<file path="src/rtl/gamma_race_scheduler.sv">
// Gamma-cycle sequencer for edge-coded temporal comparators: SETUP pulses set/clear,
// RUN time-stamps the first rising edge per line, DONE presents stamps and the exclusive minimum.
module gamma_race_scheduler #(
    parameter int N_LINES           = 8,
    parameter int GAMMA_CYCLE_WIDTH = 16,
    parameter int SET_CYCLES        = 2,
    parameter int TW                = $clog2(GAMMA_CYCLE_WIDTH)
) (
    input  logic                       clk,
    input  logic                       rst,
    input  logic                       start,
    input  logic                       continuous,
    input  logic [N_LINES-1:0]         line_in,
    output logic                       set,
    output logic                       line_clr,
    output logic                       busy,
    output logic [TW-1:0]              tick,
    output logic                       res_valid,
    input  logic                       res_ready,
    output logic [N_LINES*TW-1:0]      res_time,
    output logic [N_LINES-1:0]         res_fired,
    output logic [$clog2(N_LINES)-1:0] res_min_idx,
    output logic                       res_min_valid
);
    localparam int IW  = $clog2(N_LINES);
    localparam int SCW = $clog2(SET_CYCLES + 1);
    localparam logic [TW-1:0] LAST_TICK = TW'(GAMMA_CYCLE_WIDTH - 1);

    typedef enum logic [1:0] {S_IDLE, S_SETUP, S_RUN, S_DONE} state_t;

    state_t                state_q, state_d;
    logic [SCW-1:0]        set_cnt_q, set_cnt_d;
    logic [TW-1:0]         tick_q, tick_d;
    logic                  set_q, set_d;
    logic                  busy_q, busy_d;
    logic                  valid_q, valid_d;
    logic [N_LINES*TW-1:0] time_q, time_d;
    logic [N_LINES-1:0]    fired_q, fired_d;
    logic [IW-1:0]         min_idx_q, min_idx_d;
    logic                  min_valid_q, min_valid_d;
    logic                  first_q, first_d;
    logic [N_LINES-1:0]    new_mask;

    assign new_mask = line_in & ~fired_q;

    always_comb begin
        state_d     = state_q;
        time_d      = time_q;
        fired_d     = fired_q;
        min_idx_d   = min_idx_q;
        min_valid_d = min_valid_q;
        first_d     = first_q;
        set_cnt_d   = (state_q == S_SETUP) ? set_cnt_q + 1'b1 : '0;

        case (state_q)
            S_IDLE:  if (start) state_d = S_SETUP;
            S_SETUP: if (set_cnt_q == SCW'(SET_CYCLES - 1)) state_d = S_RUN;
            S_RUN: begin
                for (int i = 0; i < N_LINES; i++) begin
                    if (new_mask[i]) begin
                        time_d[i*TW +: TW] = tick_q;
                        fired_d[i]         = 1'b1;
                    end
                end
                // Only the first tick with any new edge decides the exclusive minimum.
                if (!first_q && (|new_mask)) begin
                    first_d     = 1'b1;
                    min_valid_d = $onehot(new_mask);
                    for (int i = N_LINES - 1; i >= 0; i--) begin
                        if (new_mask[i]) min_idx_d = IW'(i);
                    end
                end
                if (tick_q == LAST_TICK) begin
                    state_d = S_DONE;
                    // Silent lines report the last tick as "infinity".
                    for (int i = 0; i < N_LINES; i++) begin
                        if (!fired_d[i]) time_d[i*TW +: TW] = LAST_TICK;
                    end
                end
            end
            S_DONE:  if (res_ready) state_d = continuous ? S_SETUP : S_IDLE;
            default: state_d = S_IDLE;
        endcase

        if (state_d == S_SETUP) begin
            time_d      = '0;
            fired_d     = '0;
            min_idx_d   = '0;
            min_valid_d = 1'b0;
            first_d     = 1'b0;
        end

        tick_d  = (state_d == S_RUN && state_q == S_RUN) ? tick_q + 1'b1 : '0;
        set_d   = (state_d == S_SETUP);
        busy_d  = (state_d != S_IDLE);
        valid_d = (state_d == S_DONE);
    end

    always_ff @(posedge clk) begin
        if (rst) begin
            state_q     <= S_IDLE;
            set_cnt_q   <= '0;
            tick_q      <= '0;
            set_q       <= 1'b0;
            busy_q      <= 1'b0;
            valid_q     <= 1'b0;
            time_q      <= '0;
            fired_q     <= '0;
            min_idx_q   <= '0;
            min_valid_q <= 1'b0;
            first_q     <= 1'b0;
        end else begin
            state_q     <= state_d;
            set_cnt_q   <= set_cnt_d;
            tick_q      <= tick_d;
            set_q       <= set_d;
            busy_q      <= busy_d;
            valid_q     <= valid_d;
            time_q      <= time_d;
            fired_q     <= fired_d;
            min_idx_q   <= min_idx_d;
            min_valid_q <= min_valid_d;
            first_q     <= first_d;
        end
    end

    assign set           = set_q;
    assign line_clr      = set_q;
    assign busy          = busy_q;
    assign tick          = tick_q;
    assign res_valid     = valid_q;
    assign res_time      = time_q;
    assign res_fired     = fired_q;
    assign res_min_idx   = min_idx_q;
    assign res_min_valid = min_valid_q;
endmodule

</file>
<file path="config.mk">
export PLATFORM = sky130hd
export DESIGN_NAME = gamma_race_scheduler
export DESIGN_NICKNAME = d
export VERILOG_FILES = /design/src/rtl/gamma_race_scheduler.sv
export SDC_FILE = /design/constraint.sdc
export NUM_CORES = 1
export LEC_CHECK = 0
export CORE_MARGIN = 5
export CORE_UTILIZATION = 53
export CTS_BUF_LIST = sky130_fd_sc_hd__clkbuf_8
export CTS_CLUSTER_SIZE = 24
export DETAILED_ROUTE_END_ITERATION = 12
export GPL_TIMING_DRIVEN = 0
export PLACE_DENSITY = 0.93
export SLEW_MARGIN = 10
export SYNTH_ARGS = -nofsm -noshare
export SYNTH_HDL_FRONTEND = slang
export SYNTH_SLANG_ARGS = --single-unit
</file>
<file path="constraint.sdc">
create_clock -name clk -period 9.49 [get_ports clk]
set_clock_uncertainty 0.15 [all_clocks]
set_input_delay 1.4235 -clock clk [delete_from_list [all_inputs] [get_ports clk]]
set_output_delay 1.4235 -clock clk [all_outputs]
set_load 0.005 [all_outputs]
</file>
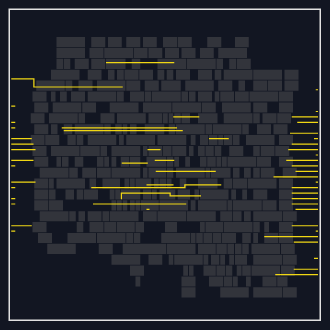
layer_met3.png
Drawn at 4 px/µm. Cells faint in the background.
longest straight run: 29.4 µm
main direction: horizontal
met3 GRT Util: 3.819%
final WL: 5738 µm

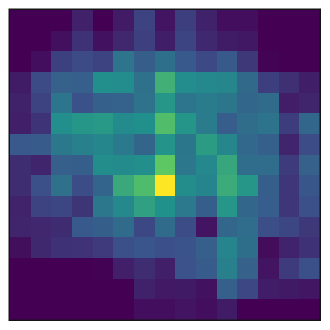
metal_density.png
Drawn at 4 px/µm. 15 x 15 tiles, from dark purple (low) to yellow (high), scaled to the fullest tile. Values are wire area over tile area, all layers added.
fullest tile: 0.66
emptiest ninth of the die: south-west
tiles over half the peak: 8.0%
nearly empty tiles: 16%
densest ninth of the die: center
mean over tiles: 0.15
total track usage: 18.99%
routed len/inst: 15.47 µm
Via Count: 2,022

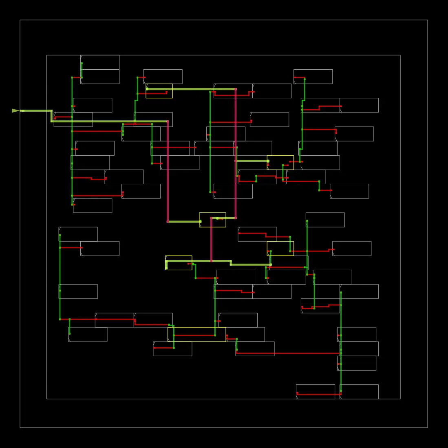
clocks.png
clock buffer count from CTS: 5
clock network power: 147 µW
clkbuf count: 5

==> ci_impl_report.md <==
### Yosys + OpenROAD results

| Metric | Value |
|---|---|
| Post-cts sizing count | 0 |
| Slowest-stage cell, CP | clkdlybuf4s50_1 |
| First-pass GRT wire length | approximately 9300 µm |
| Latest clock arrival within the worst-skew pair | 0.31 ns |
| Distinct cells, synth | 36 |
| Crit path capture type | flip-flop |
| Hold buffer count at cts | 0 |
| Cycle use final | between 50% and 60% |
| Syn-to-layout area delta | 33.42% |
| Clk slew on worst S/H paths | roughly 0.09 ns |
| Critical path launch point type | input port |
| Hold WC Path Type | reg2reg |
| Mean Syn Cell Area | 9.668 µm² |
| Remaining global-route overflow | 0 |
| Layout cells sized above 1 | 6.897% |
| Minimum clock period | 5.181 ns |
| WHS | 0.2856 ns |
| Core Area | 4384 µm² |
| Slew margin rel. | between 60% and 70% |
| Outcome | completed |
| Placer Congestion | 0.8821 |
| DRT antenna net count | 0 |
| Hold Startpoint | set_cnt_q[0]$_SDFF_PP0_ |
| Chip area | 5990 µm² |
| Init Core Util | a little over half |
| Most frequent logic cell in the layout | clkdlybuf4s50_1 |
| # Cells Yosys | 249 |
| FF-to-FF Start | res_fired[0]$_SDFFE_PP0P_ |
| CP max stage delay | ~0.50 ns |
| Reg2Reg Depth | 14 |
| Root Buffer | clkbuf_8 |
| RSZ-0062 raised after global routing | no |
| Yosys warnings | 0 |
| Die Wd | 77.40 µm |
| Die Span Y | between 70 and 80 µm |
| Pleak | around 0.0011 µW |
| Critical path required time | 9.57 ns |
| Drt first pass iters | 4 |
| DR iter-0 viols | 114 |
| CTS tree | built |
| Main flop type | dfxtp_1 |
| Register share after synthesis | 46.57% |
| Hold Path Stages | 1 |
| Flops after synth | 56 |
| Worst setup path category | in2reg |
| Nets | 343 |
| Max_cap viols | 0 |
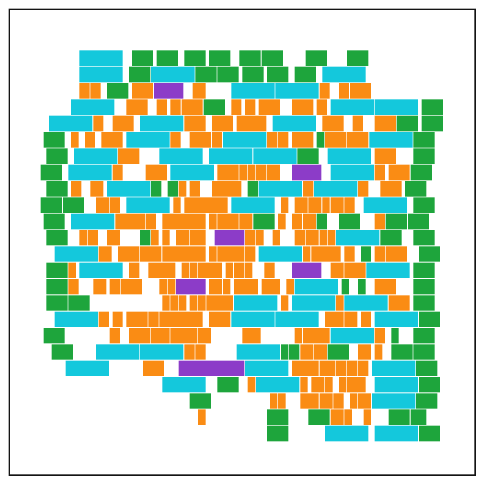
placement_by_type.png
Drawn at 6 px/µm.
[cyan] sequential cells | cells: 56 | share of their area: 36%
[purple] clock drivers and dummy loads | cells: 6 | share of their area: 3.1%
[green] remaining buffers and delay cells | cells: 77 | share of their area: 22%
[orange] combinational and other logic | cells: 180 | share of their area: 39%
Seq area share: 34.90%
Core Rows: 24
Final Cell Area: 3212 µm²
fin util: 73.26%

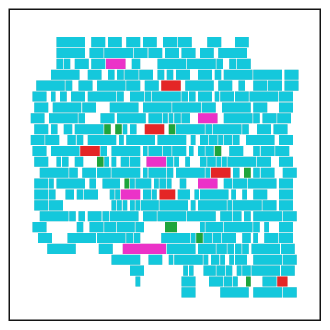
sizes.png
Drawn at 4 px/µm.
[magenta] _6 and larger | cells: 6 | share: 1.9% | most used: clkbuf_8
[cyan] _0 and _1 cells | cells: 297 | share: 93% | most used: clkdlybuf4s50_1
[red] _3 and _4 cells | cells: 6 | share: 1.9%
[green] _2 cells | cells: 10 | share: 3.1% | most used: buf_2
Final WS setup: 4.309 ns
Non-CTS buffers: 77

-- worst max path at each step --
stage	cells after the start	start	end	slack (ns)
final	14	line_in[1]	res_min_valid$_SDFFE_PP0P_	4.31
after global routing	14	line_in[1]	res_min_valid$_SDFFE_PP0P_	4.09
after CTS	14	line_in[1]	res_min_valid$_SDFFE_PP0P_	4.29
after detailed placement	14	line_in[1]	res_min_valid$_SDFFE_PP0P_	3.98
after global placement	14	line_in[1]	res_min_valid$_SDFFE_PP0P_	4.09
after floorplan	13	line_in[1]	res_min_valid$_SDFFE_PP0P_	4.76
-- sequential cells by signal, summed over array words and instances (netlist names) --
name and flops:
busy 1, res_time 32, res_min_valid 1, line_clr 1, res_valid 1, res_fired 8, set_cnt_q 2, state_q 2
res_min_idx 3, first_q 1, tick 4
-- cells by family after synthesis --
kind of cell             share of synthesized area [%]
AND/OR/NAND/NOR                                  15.54
XOR/XNOR                                        0.7278
flip-flops                                       46.57
AND-OR/OR-AND                                    12.84
multiplexers                                     13.31
buffers and inverters                            4.574
adder cells (fa/ha/maj)                          6.445
-- stage by stage --
step / utilization (%) / cells / setup slack (ns)
after detailed placement: 71.00 / 365 / 3.985
after CTS: 73.26 / 371 / 4.290
after floorplan: - / 249 / 4.756
final: 73.26 / 371 / 4.309
after global routing: 73.26 / 371 / 4.094
after global placement: 71.00 / 365 / 4.087
-- synthesized netlist by cell type (2+ instances only) --
master	number	area share [%]
dfxtp_1	56	47
inv_2	2	0.31
clkbuf_1	2	0.31
nor3_1	2	0.42
nor2_1	23	3.6
ha_1	6	3.1
buf_2	7	1.5
and2_1	3	0.78
nor2b_1	4	1.0
inv_1	11	1.7
nand2b_4	2	1.1
a21oi_1	47	9.8
mux2i_1	32	13
nand2_1	10	1.6
buf_1	3	0.47
nand2b_1	5	1.3
or3_1	11	2.9
fa_1	4	3.3
nor2b_4	2	1.1
-- worst reg2reg max path: stages, from the launching register on --
cell and delay (ns):
dfxtp_1 0.39, nand2b_1 0.20, inv_1 0.09, fa_1 0.48, inv_1 0.05, fa_1 0.49, fa_1 0.42, inv_1 0.07
ha_1 0.16, inv_1 0.06, fa_1 0.36, a2111oi_0 0.39, a21oi_1 0.08, or3_1 0.35, a21oi_1 0.14
-- cell type report --
cell class / instances / area (µm²) / share of cell area, %
clock buffer: 5 / 68.82 / 2.143
timing repair buffer: 64 / 640.6 / 19.95
inverter: 13 / 48.80 / 1.519
tap: 52 / 65.06 / 2.026
buffer: 13 / 61.31 / 1.909
multi-input combinational: 167 / 1176 / 36.62
sequential: 56 / 1121 / 34.90
clock inverter: 1 / 30.03 / 0.9349
-- report_power, final --
| part | total [µW] | internal (µW) | switching, µW | leakage, µW |
|---|---|---|---|---|
| Sequential | 239 | 237 | 2.04 | 0.000452 |
| Clock | 147 | 75.8 | 71.5 | 0.0000501 |
| Combinational | 51.8 | 23.4 | 28.4 | 0.000631 |
| Total | 439 | 337 | 102 | 0.00113 |
-- layer usage --
layer  part of all wire (%)  wire (µm)  track usage [%]
met5                      0          0                0
met4                    1.2         66            5.326
met3                    7.0        400            3.819
met2                     48       2744            32.91
met1                     44       2526            23.99
Power is estimated from default activity; no workload was simulated.
